===== config.mk =====
export PLATFORM = sky130hd
export DESIGN_NAME = seq_shift_add_multiplier
export DESIGN_NICKNAME = d
export VERILOG_FILES = /design/src/rtl/seq_shift_add_multiplier.sv
export SDC_FILE = /design/constraint.sdc
export NUM_CORES = 1
export LEC_CHECK = 0
export CAP_MARGIN = 20
export CORE_MARGIN = 2
export CORE_UTILIZATION = 40
export DETAILED_ROUTE_END_ITERATION = 8
export PLACE_DENSITY = 0.67
export REMOVE_ABC_BUFFERS = 1
export SLEW_MARGIN = 0
export SYNTH_ARGS = -nofsm -noshare
export SYNTH_HDL_FRONTEND = slang
export SYNTH_SLANG_ARGS = --single-unit

===== constraint.sdc =====
create_clock -name clk -period 2 [get_ports clk]
set_clock_uncertainty 0.05 [all_clocks]
set_input_delay 0.4 -clock clk [delete_from_list [all_inputs] [get_ports clk]]
set_output_delay 0.4 -clock clk [all_outputs]
set_load 0.1 [all_outputs]

===== src/rtl/seq_shift_add_multiplier.sv =====
// Sequential shift-add multiplier: N x N -> 2N product, signed or unsigned per operation.
// Sign is handled by multiplying magnitudes and negating the accumulator at the end.
module seq_shift_add_multiplier #(
   parameter int N          = 8,
   parameter bit EARLY_EXIT = 1'b1
) (
   input  logic           clk,
   input  logic           reset,
   input  logic           start,
   input  logic           signed_mode,
   input  logic [N-1:0]   A_in,
   input  logic [N-1:0]   B_in,
   output logic           busy,
   output logic           done,
   output logic [2*N-1:0] result_out
);

   localparam int ITW = $clog2(N + 1);

   typedef enum logic [1:0] {IDLE, RUN, FIX} state_t;

   state_t         state_q;
   logic [2*N-1:0] mcand_q;
   logic [2*N-1:0] acc_q;
   logic [2*N-1:0] result_q;
   logic [N-1:0]   mplier_q;
   logic [ITW-1:0] iter_q;
   logic           neg_q;
   logic           busy_q;
   logic           done_q;

   logic [N-1:0]   aMag_d;
   logic [N-1:0]   bMag_d;
   logic           neg_d;
   logic           term_d;
   logic [2*N-1:0] accSum_d;

   // The magnitude of the most negative value still fits in N unsigned bits.
   always_comb begin
      aMag_d   = (signed_mode && A_in[N-1]) ? -A_in : A_in;
      bMag_d   = (signed_mode && B_in[N-1]) ? -B_in : B_in;
      neg_d    = signed_mode & (A_in[N-1] ^ B_in[N-1]);
      term_d   = (iter_q == ITW'(N)) || (EARLY_EXIT && (mplier_q == '0));
      accSum_d = mplier_q[0] ? (acc_q + mcand_q) : acc_q;
   end

   always_ff @(posedge clk) begin
      if (!reset) begin
         state_q  <= IDLE;
         mcand_q  <= '0;
         acc_q    <= '0;
         result_q <= '0;
         mplier_q <= '0;
         iter_q   <= '0;
         neg_q    <= 1'b0;
         busy_q   <= 1'b0;
         done_q   <= 1'b0;
      end else begin
         done_q <= 1'b0;
         case (state_q)
            IDLE: begin
               if (start) begin
                  mcand_q  <= {{N{1'b0}}, aMag_d};
                  mplier_q <= bMag_d;
                  neg_q    <= neg_d;
                  acc_q    <= '0;
                  iter_q   <= '0;
                  busy_q   <= 1'b1;
                  state_q  <= RUN;
               end
            end
            RUN: begin
               if (term_d) begin
                  state_q <= FIX;
               end else begin
                  acc_q    <= accSum_d;
                  mcand_q  <= mcand_q << 1;
                  mplier_q <= mplier_q >> 1;
                  iter_q   <= iter_q + ITW'(1);
               end
            end
            FIX: begin
               result_q <= neg_q ? -acc_q : acc_q;
               done_q   <= 1'b1;
               busy_q   <= 1'b0;
               state_q  <= IDLE;
            end
            default: state_q <= IDLE;
         endcase
      end
   end

   assign busy       = busy_q;
   assign done       = done_q;
   assign result_out = result_q;

endmodule

==> CHANGELOG.md, run 1 <==
### Physical design

- Status: finished with violations
- Failing checks: setup timing
- FF-to-FF End: result_out[14]
- Flop2flop setup slack: -0.16 ns
- First-pass GRT wire length: 15750 um
- Final hold violations: 0
- Max-slew violations: 0
- CTS max path bufs: 2
- Mapped Avg Cell Area: 8.042 um2
- Number of setup violations in the final report: 10
- Root buffer cell: clkbuf_8
- Synthesized flop and latch total: 65
- DR iter-0 viols: 124
- CTS buffer count: 9
- Placed Cells: 669
- AND-OR/OR-AND Cells, Area Fraction: 25.42%
- EDFF count, synth: 0
- Worst EP arrival: 2.34 ns
- Largest net degree at the start of global routing: 27
- Slew headroom: 50.29%
- Filler Cells Inserted: 814
- Cell taking the most area after synthesis: dfxtp_1
- Leak: 2.157 nW
- Std-Cell Rows: 34
- Ys Warns: 0
- CTS Hold Buffers Added: 0
- Die width: 99.75 um
- Final WS setup: -0.1551 ns
- Worst-margin pin slew: 0.7446 ns
- Fmax: 464.0 MHz
- Final cell count without fillers: 693
- Critical Path Start Type: register
- Port bufs: 37
- Remaining DRCs: 0
- Cells after synthesis: 456
- Mux area share: 0.2729%
- Die Area: 0.009950 mm2
- H-Tree Depth: 3
- Worst-path maximum fanout: 4
- Initial Util: 41.65%
- WP data required: 2.19 ns
- Combinational gate area: 0.002420 mm2
- DRT antenna net count: 0
- Crit. End Element: register
- Worst slack at placement: -0.2412 ns
- Clk sinks: 65
- GRT Residual Overflow: 0
- PD cells: 601.3 mW/mm2
- Peak VDD IR: 0.2848 mV
- Final setup TNS: -1.063 ns
- Clock transition at path regs: 0.07 ns
- Mapped cell area: 0.003667 mm2
- Post-synthesis async set-or-reset flop share: 0%
- R2r worst-path depth: 8
- Most instantiated logic cell after routing: buf_4
- YS chip area: 0.003667 mm2
- I/O pin total: 38
- Top non-seq family: AND-OR/OR-AND gates
- DP HPWL: 7163 um
[run 1: power breakdown]
part,leakage (nW),total (W),internal [W],switching (W)
clock network,0.0932,0.00101,0.000512,0.000498
logic,1.53,0.000675,0.000312,0.000363
registers,0.530,0.00141,0.00135,0.0000613
total,2.16,0.00310,0.00218,0.000922
[run 1: flip-flops by register name, indices dropped and copies added (netlist names)]
signal / flops
iter_q: 4
result_out: 16
state_q: 2
neg_q: 1
done: 1
mplier_q: 8
busy: 1
mcand_q: 16
acc_q: 16
[run 1: stage by stage]
stage	total power [W]	hold WS [ns]	utilization, %
final	0.003099	0.3945	58.53
after global placement	0.002065	0.3844	53.37
after global routing	0.003264	0.4237	58.53
after detailed placement	0.002076	0.3905	53.37
after floorplan	0.001763	0.3974	-
after CTS	0.003089	0.3999	56.05
[run 1: worst max-delay path: stages (launching register included)]
cell and delay (ns):
dfxtp_4 0.36, inv_4 0.07, ha_4 0.13, or3b_4 0.37, or4_4 0.53, nand2b_4 0.17, o21ai_2 0.14, xor2_1 0.15
o21ai_1 0.08
[run 1: cell type report]
cell class | count | area share [%]
flip-flops and latches | 65 | 25.47
inverters | 22 | 1.699
clock inverters | 3 | 0.2913
clock buffers | 13 | 3.083
well taps | 108 | 2.622
repair buffers | 127 | 19.88
multi-input cells | 355 | 46.95
[run 1: routing by layer]
| layer | GRT usage, % | routed length (um) |
|---|---|---|
| met1 | 24.74 | 4434 |
| met4 | 7.798 | 193 |
| met2 | 33.21 | 4478 |
| met5 | 0 | 0 |
| met3 | 4.146 | 390 |
[run 1: what timing repair did]
| action | CTS | global route |
|---|---|---|
| buffers inserted | 2 | 7 |
| endpoints found under the hold margin | 0 | 0 |
| gates resized | 18 | 47 |
| pin swaps | 5 | 28 |
| endpoints found under the setup margin | 17 | 42 |
### Cell sizes after repair, run 1

The bar under the picture is 20 um long.
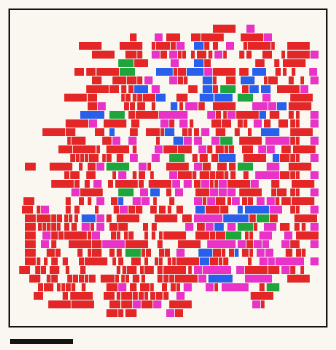
color	size	cells	share
magenta	_3 and _4 cells	122	21%
red	_0 and _1 cells	412	70%
blue	_2 cells	36	6.2%
green	_6 and larger	15	2.6%
Final WS setup: -0.1551 ns
Signal buffers: 127
Area Growth Syn to Fin: 40.53%
final instance area: 0.005154 mm2

### Met4 routing, run 1

Supply wires on this layer in gray. Cells faint in the background.
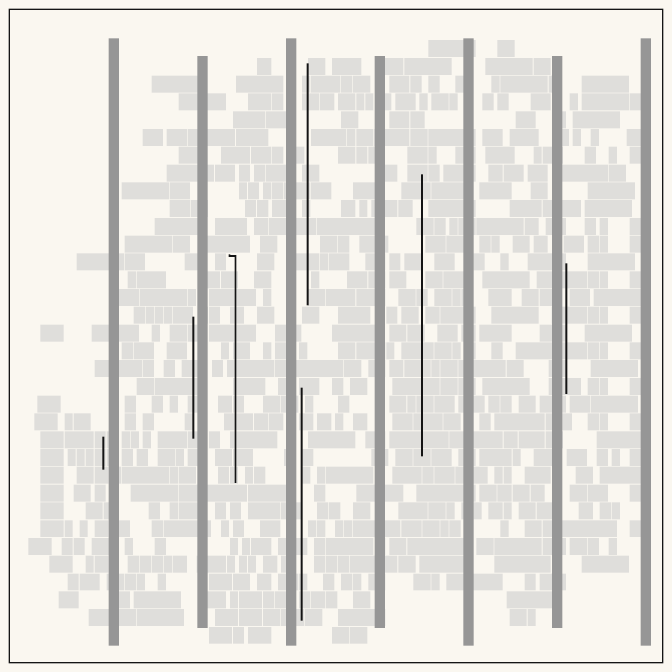
main direction	vertical
share of all routed wire	2.0%
longest straight run	42.8 um
nets with wire on the layer	6

### Cell placement, run 1

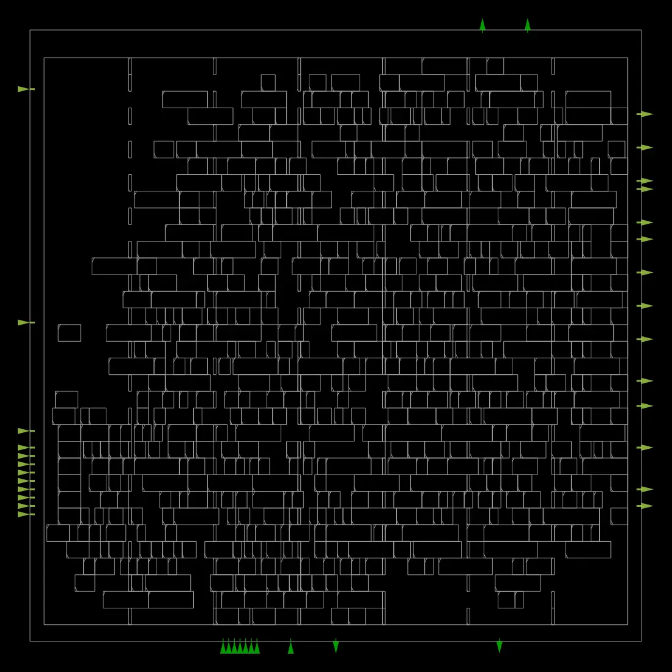
Core Util, Final: 58.53%
core area: 0.008806 mm2

### Wiring by layer, run 1

The bar under the picture is 20 um long.
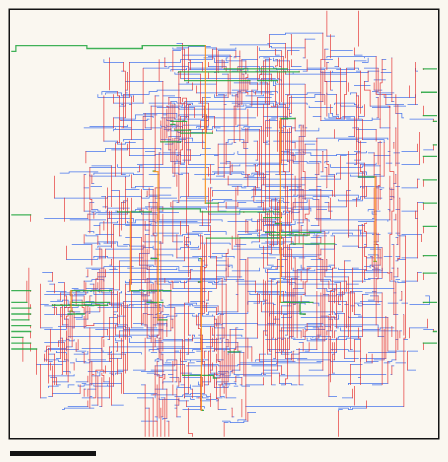
color	layer	wire length
green	metal 3	391 um
orange	metal 4	193 um
blue	metal 1	4430 um
red	metal 2	4480 um
DR vias: 3657
WL/cell: 13.70 um
total global routing track utilization: 19.75%
Routed WL: 9496 um

==> inputs of run 2 (changes only) <==
--- a/config.mk
+++ b/config.mk
@@ -5,7 +5,6 @@
 export SDC_FILE = /design/constraint.sdc
 export NUM_CORES = 1
 export LEC_CHECK = 0
-export CAP_MARGIN = 20
 export CORE_MARGIN = 2
 export CORE_UTILIZATION = 40
 export DETAILED_ROUTE_END_ITERATION = 8
==> run 2 against run 1 <==
  * The flow still finishes with violations (setup timing)
  * Via count stayed put
  * Critical path type unchanged
  * Clock power hardly changed
  * Die size stayed put
  * Critical endpoint unchanged
  * Cell count stayed put
  * Area after synthesis stayed put
  * Largest power group unchanged
  * Clock-buffer cell count stayed put
==> CHANGELOG.md, run 2 <==
### Physical design

- Status: finished with violations
- Failing checks: setup timing
- WL met3: 390 um (unchanged)
- Initial Util: 41.65% (unchanged)
- CTS buffer count: 9 (unchanged)
- DRT antenna net count: 0 (unchanged)
- Port bufs: 37 (unchanged)
- Ys Warns: 0 (unchanged)
- Std-Cell Rows: 34 (unchanged)
- Cells after synthesis: 456 (unchanged)
- Peak VDD IR: 0.2848 mV (unchanged)
- Core Util, Final: 58.53% (unchanged)
- M1 wire length: 4434 um (unchanged)
- Clock transition at path regs: 0.07 ns (about the same)
- Worst EP arrival: 2.34 ns (about the same)
- Final cell count without fillers: 693 (unchanged)
- Routed WL: 9496 um (unchanged)
- I/O pin total: 38 (unchanged)
- Worst-margin pin slew: 0.7446 ns (unchanged)
- Remaining DRCs: 0 (unchanged)
- Top Metal Used: met4
- CP max stage delay: 0.53 ns (about the same)
- PD cells: 601.3 mW/mm2 (unchanged)
- Number of setup violations in the final report: 10 (unchanged)
- Post-synthesis async set-or-reset flop share: 0% (unchanged)
- Core area: 0.008806 mm2 (unchanged)
- Final hold violations: 0 (unchanged)
- Leak: 2.157 nW (unchanged)
- Cell taking the most area after synthesis: dfxtp_1
- Filler Cells Inserted: 814 (unchanged)
- Slew headroom: 50.29% (unchanged)
- Final WS setup: -0.1551 ns (unchanged)
- EDFF count, synth: 0 (unchanged)
- Fmax: 464.0 MHz (unchanged)
- Worst-path maximum fanout: 4 (unchanged)
- Crit path cell chain: inv_4, ha_4, or3b_4, or4_4, nand2b_4, o21ai_2, xor2_1, o21ai_1
- DP HPWL: 7163 um (unchanged)
- DR iter-0 viols: 124 (unchanged)
- Clk sinks: 65 (unchanged)
- Crit. End Element: register
- CTS max path bufs: 2 (unchanged)
- Area Growth Syn to Fin: 40.53% (unchanged)
- Top non-seq family: AND-OR/OR-AND gates
[run 2: cell counts after synthesis]
No cell type changed its count.
[run 2: worst paths after layout]
path / start / to / depth (start not counted) / slack (ns)
worst min register to register: result_out[10] / result_out[10] / 2 / 0.39
worst min-delay path: result_out[10] / result_out[10] / 2 / 0.39
worst max register to register: acc_q[1] / result_out[14] / 8 / -0.16
worst max-delay path: acc_q[1] / result_out[14] / 8 / -0.16
[run 2: cell type report]
class / count / area, um2 / area share, %
inverters: 22 / 87.58 / 1.699
clock buffers: 13 / 158.9 / 3.083
clock inverters: 3 / 15.01 / 0.2913
well taps: 108 / 135.1 / 2.622
multi-input cells: 355 / 2420 / 46.95
repair buffers: 127 / 1025 / 19.88
flip-flops and latches: 65 / 1313 / 25.47
[run 2: per-layer routing]
| metal | track usage [%] | vias to the layer above |
|---|---|---|
| met1 | 24.74 | 1666 |
| met2 | 33.21 | 87 |
| met4 | 7.798 | 0 |
| met5 | 0 | - |
| li1 | - | 1886 |
| met3 | 4.146 | 18 |
[run 2: repair_timing]
item	CTS	global route
buffers inserted	2	7
setup endpoints to repair	17	42
hold buffers	0	0
pin swaps	5	28
resized	18	47
[run 2: power breakdown]
| group | internal [W] | switching [W] | total (W) | leakage, nW |
|---|---|---|---|---|
| clock network | 0.000512 | 0.000498 | 0.00101 | 0.0932 |
| logic | 0.000312 | 0.000363 | 0.000675 | 1.53 |
| registers | 0.00135 | 0.0000613 | 0.00141 | 0.530 |
| total | 0.00218 | 0.000922 | 0.00310 | 2.16 |
[run 2: worst max-delay path, delay by kind of cell (launching register included)]
family,cells,cell delay [ns]
and+or+nand+nor,3,1.07
xor gates and xnor gates,1,0.15
buffers and inverters,1,0.07
adders and majority gates,1,0.13
AOI/OAI and AO/OA,2,0.22
DFF,1,0.36
### The metal 3 layer, run 2

The bar under the picture is 20 um long.
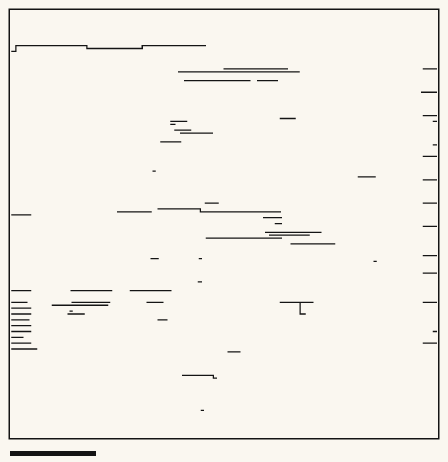
wire length on this layer	391 um
main direction	horizontal
M3 GR Usage: 4.146%

### Cell placement, run 2

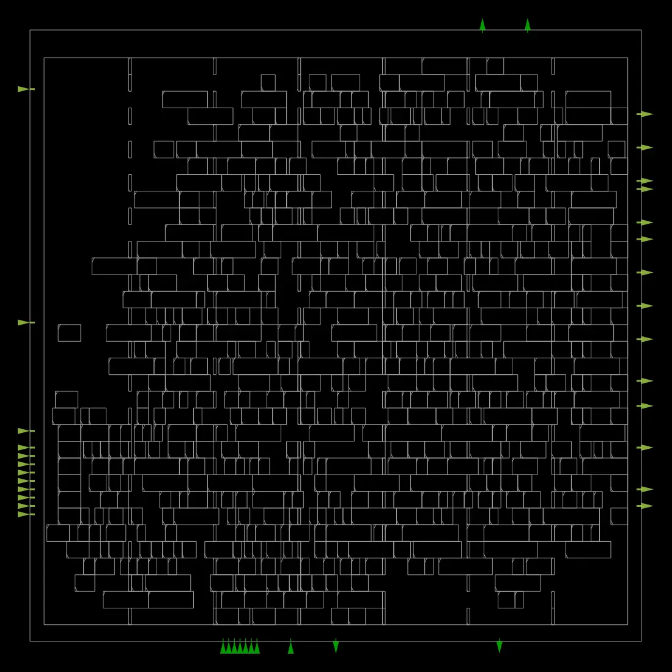
sequential cell area share: 25.47%
Tap Cells: 108

No activity file was given, so power comes from the tool's default toggle rates.
